<file path="config.mk">
export PLATFORM = sky130hd
export DESIGN_NAME = branch_trace_feeder
export DESIGN_NICKNAME = d
export VERILOG_FILES = /design/src/rtl/bp_pkg.sv /design/src/rtl/trace_fifo.sv /design/src/rtl/branch_trace_feeder.sv
export SDC_FILE = /design/constraint.sdc
export NUM_CORES = 1
export LEC_CHECK = 0
export ABC_AREA = 1
export CELL_PAD_IN_SITES_DETAIL_PLACEMENT = 1
export CELL_PAD_IN_SITES_GLOBAL_PLACEMENT = 2
export CORE_MARGIN = 2
export CORE_UTILIZATION = 41
export CTS_CLUSTER_SIZE = 8
export DETAILED_ROUTE_END_ITERATION = 8
export PLACE_DENSITY = 0.82
export SYNTH_ARGS = -nofsm -noshare
export SYNTH_HDL_FRONTEND = slang
export SYNTH_SLANG_ARGS = --single-unit
</file>
<file path="constraint.sdc">
create_clock -name clk -period 4.06 [get_ports clk]
set_input_delay 0.812 -clock clk [delete_from_list [all_inputs] [get_ports clk]]
set_output_delay 0.812 -clock clk [all_outputs]
set_load 0.02 [all_outputs]
</file>
<file path="src/rtl/bp_pkg.sv">
// Shared types for the branch trace feeder and the BHT front end.
// Trace record layout {last, taken, pc} and the feeder FSM encoding.
package bp_pkg;

  localparam int BP_PC_W = 9;
  localparam int BP_REC_W = BP_PC_W + 2;

  typedef struct packed {
    logic               last;
    logic               taken;
    logic [BP_PC_W-1:0] pc;
  } trace_rec_t;

  typedef enum logic [1:0] {
    ST_IDLE  = 2'd0,
    ST_RUN   = 2'd1,
    ST_STALL = 2'd2,
    ST_DONE  = 2'd3
  } feeder_state_e;

  // Packed record width for a given pc width.
  function automatic int rec_w(input int pc_w);
    return pc_w + 2;
  endfunction

endpackage

</file>
<file path="src/rtl/trace_fifo.sv">
// Synchronous circular FIFO holding trace records.
// Head entry is visible on rdata_o without a pop.
module trace_fifo #(
  parameter int DEPTH = 16,
  parameter int W     = 11,
  localparam int AW   = $clog2(DEPTH),
  localparam int LW   = AW + 1
) (
  input  logic          clk_i,
  input  logic          rst_ni,
  input  logic          push_i,
  input  logic [W-1:0]  wdata_i,
  input  logic          pop_i,
  output logic [W-1:0]  rdata_o,
  output logic [LW-1:0] level_o,
  output logic          full_o,
  output logic          empty_o
);

  logic [W-1:0]  mem_q [DEPTH];
  logic [AW-1:0] wr_ptr_q;
  logic [AW-1:0] rd_ptr_q;
  logic [LW-1:0] level_q;

  // Storage write; contents need no reset since level gates reads.
  always_ff @(posedge clk_i) begin
    if (push_i) begin
      mem_q[wr_ptr_q] <= wdata_i;
    end
  end

  // Pointers wrap naturally because DEPTH is a power of two.
  always_ff @(posedge clk_i) begin
    if (!rst_ni) begin
      wr_ptr_q <= '0;
      rd_ptr_q <= '0;
      level_q  <= '0;
    end else begin
      if (push_i) begin
        wr_ptr_q <= wr_ptr_q + AW'(1);
      end
      if (pop_i) begin
        rd_ptr_q <= rd_ptr_q + AW'(1);
      end
      unique case ({push_i, pop_i})
        2'b10:   level_q <= level_q + LW'(1);
        2'b01:   level_q <= level_q - LW'(1);
        default: level_q <= level_q;
      endcase
    end
  end

  assign rdata_o = mem_q[rd_ptr_q];
  assign level_o = level_q;
  assign full_o  = (level_q == LW'(DEPTH));
  assign empty_o = (level_q == '0);

endmodule

</file>
<file path="src/rtl/branch_trace_feeder.sv">
// Buffers branch trace records and replays them to the BHT,
// one per cycle, under an idle/run/stall/done control FSM.
module branch_trace_feeder
  import bp_pkg::*;
#(
  parameter int DEPTH = 16,
  parameter int PC_W  = BP_PC_W,
  localparam int LW   = $clog2(DEPTH) + 1
) (
  input  logic            clk,
  input  logic            reset,
  input  logic            in_valid,
  output logic            in_ready,
  input  logic [PC_W-1:0] in_pc,
  input  logic            in_taken,
  input  logic            in_last,
  input  logic            run,
  output logic            out_valid,
  output logic [PC_W-1:0] out_pc,
  output logic            out_taken,
  output logic            done,
  output logic [LW-1:0]   level,
  output logic [31:0]     emitted
);

  localparam int RW = rec_w(PC_W);

  feeder_state_e   state_q;
  logic            out_valid_q;
  logic [PC_W-1:0] out_pc_q;
  logic            out_taken_q;
  logic            done_q;
  logic [31:0]     emitted_q;

  logic            push;
  logic            pop;
  logic            full;
  logic            empty;
  logic [RW-1:0]   wdata;
  logic [RW-1:0]   rdata;
  logic            rd_last;
  logic            rd_taken;
  logic [PC_W-1:0] rd_pc;

  // A full FIFO refuses data even if the head leaves this cycle.
  assign in_ready = reset && !full && (state_q != ST_DONE);
  assign push     = in_valid && in_ready;
  assign pop      = reset && run && !empty && (state_q != ST_DONE);
  assign wdata    = {in_last, in_taken, in_pc};

  assign rd_last  = rdata[RW-1];
  assign rd_taken = rdata[RW-2];
  assign rd_pc    = rdata[PC_W-1:0];

  trace_fifo #(
    .DEPTH (DEPTH),
    .W     (RW)
  ) u_fifo (
    .clk_i   (clk),
    .rst_ni  (reset),
    .push_i  (push),
    .wdata_i (wdata),
    .pop_i   (pop),
    .rdata_o (rdata),
    .level_o (level),
    .full_o  (full),
    .empty_o (empty)
  );

  // Control FSM with registered output record, done flag and count.
  always_ff @(posedge clk) begin
    if (!reset) begin
      state_q     <= ST_IDLE;
      out_valid_q <= 1'b0;
      out_pc_q    <= '0;
      out_taken_q <= 1'b0;
      done_q      <= 1'b0;
      emitted_q   <= '0;
    end else begin
      unique case (state_q)
        ST_DONE: begin
          out_valid_q <= 1'b0;
          done_q      <= 1'b1;
          if (!run) begin
            state_q   <= ST_IDLE;
            done_q    <= 1'b0;
            emitted_q <= '0;
          end
        end
        default: begin
          if (pop) begin
            out_valid_q <= 1'b1;
            out_pc_q    <= rd_pc;
            out_taken_q <= rd_taken;
            emitted_q   <= emitted_q + 32'd1;
            state_q     <= rd_last ? ST_DONE : ST_RUN;
          end else if (run) begin
            out_valid_q <= 1'b0;
            state_q     <= ST_STALL;
          end else begin
            out_valid_q <= 1'b0;
            state_q     <= ST_IDLE;
          end
        end
      endcase
    end
  end

  assign out_valid = out_valid_q;
  assign out_pc    = out_pc_q;
  assign out_taken = out_taken_q;
  assign done      = done_q;
  assign emitted   = emitted_q;

endmodule

</file>
### Gate families picked out

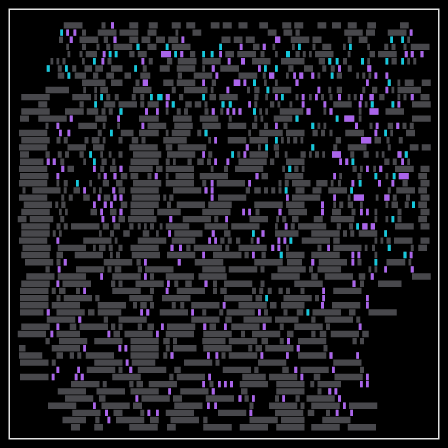
purple -> NOR gates  # cells 245, where widely spread
cyan -> inverters  # cells 76
logic share of the area: 25.9%
Finished Layout Cells: 1448
dominant logic cell type in the layout: nor2_1

### Pin map

The bar under the picture is 50 µm long. Pins as bars across the die edge, other pins in gray.
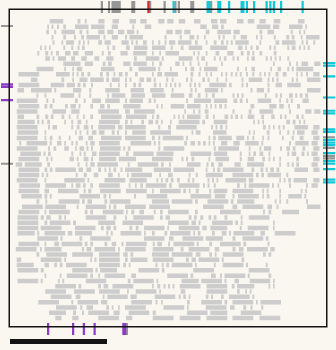
red -> `reset`  # pins 1, direction input, edge north
purple -> `in_pc`  # pins 9, direction input, edge 6 south, 3 west
cyan -> `emitted`  # pins 32, direction output, edge 17 east, 15 north
PortBufs: 64
die height: 162 µm

### Clock nets

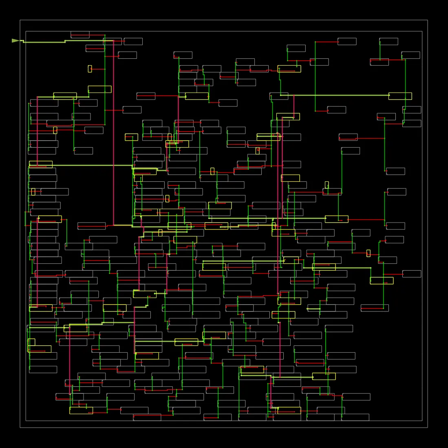
Clock Skew: 0.0143 ns
clk_lat worst skew: 0.52 ns
Seq cells: 239
clkbuf count: 47
cts bufs inserted: 36

==> impl_metrics.env <==
# yosys + openroad results
export IMPL_worst_pin_slew_ns=0.948
export IMPL_logic_family="simple AND/OR/NAND/NOR gates"
export IMPL_power_leader="sequential cells"
export IMPL_yosys_area_um2=10300
export IMPL_mux_area_share_pct=0
export IMPL_outcome="finished, final reports clean"
export IMPL_yosys_warnings=0
export IMPL_cts_buffer_depth=3
export IMPL_hold_viol_final=0
export IMPL_nNetsFinal=1135
export IMPL_grt_remaining_overflow=0
export IMPL_hold_class="flop to flop"
export IMPL_crit_buf_inv=3
export IMPL_seqPwrFrac_pct=45.1
export IMPL_critical_path_max_fanout=12
export IMPL_cp_common_cell="clkdlybuf4s50_1"
export IMPL_ys_cells=1024
export IMPL_rsz0062_at_grt="false"
export IMPL_clk_pin_slew_ns=0.05
export IMPL_ant_nets=0
export IMPL_pwr_share_comb_pct=10.7
export IMPL_ys_sh_aoi_pct=9.31
export IMPL_powerDensity_nw_per_um2=493
export IMPL_area_growth_pct=19.7
export IMPL_cp_top_family="buffers and inverters"
export IMPL_fin_crit_ns=3.21
export IMPL_drc=0
export IMPL_root_buffer="clkbuf_16"
export IMPL_swShare_pct=25.4
export IMPL_end_kind="output port"
export IMPL_regToRegSetupSlack_ns=1.64
export IMPL_worstSetupPathType="input port to output port"
export IMPL_vdd_ir_drop_max_mv=0.387
export IMPL_fp_nets=1049
### Wire density map

32 x 32 tiles, from white (low) to dark blue (high), scaled to the fullest tile. Values are wire area over tile area, all layers added.
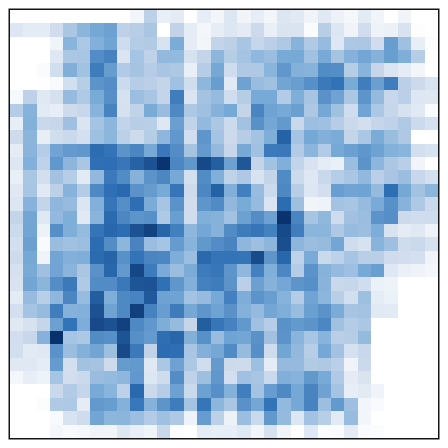
emptiest ninth of the die = south-east
nearly empty tiles = 9.8%
mean over tiles = 0.17
fullest tile = 0.46
tiles over half the peak = 29%
densest ninth of the die = center
WL final: 28300 µm
routed vias: 7583
GRT Total Usage: 22.3%
DR WL/cell: 19.5 µm

### A small window of the routed layout

The bar under the picture is 5 µm long. Window x 71 to 91, y 104 to 124 µm. Cells in gray, sequential cells in the stronger gray; small squares are vias.
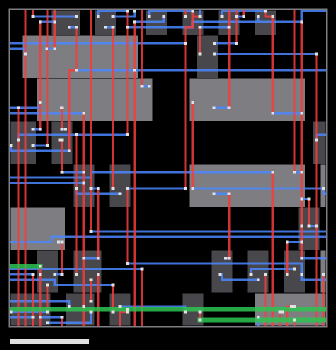
blue -> metal 1
red -> metal 2
green -> metal 3
most frequent = nor2_1 (10), nand2_1 (5), dfxtp_1 (4)
cells with their middle in the window = 26
sequential cells in the window = 4
netlist names of flops here include = `out_pc` (2)

kinds of logic after synthesis:
group | Yosys count
AND-OR/OR-AND | 171
XOR/XNOR | 5
flip-flops | 239
AND/OR/NAND/NOR | 480
adder cells (fa/ha/maj) | 10
buffers and inverters | 119
cell type report:
| type | count | area, µm² |
|---|---|---|
| Fill cell | 2679 | 12200 |
| Sequential cell | 239 | 6550 |
| Multi-Input combinational cell | 666 | 3190 |
| Clock buffer | 47 | 952 |
| Timing Repair Buffer | 91 | 856 |
| Tap cell | 324 | 405 |
| Inverter | 76 | 289 |
| Clock inverter | 5 | 56.3 |
routing by layer:
layer	wire (µm)	global-route usage (%)	vias to the layer above
met4	730	6.96	0
met3	1090	3.17	55
met2	13700	37.4	156
li1	-	-	3661
met1	12700	30.0	3711
met5	0	0	-
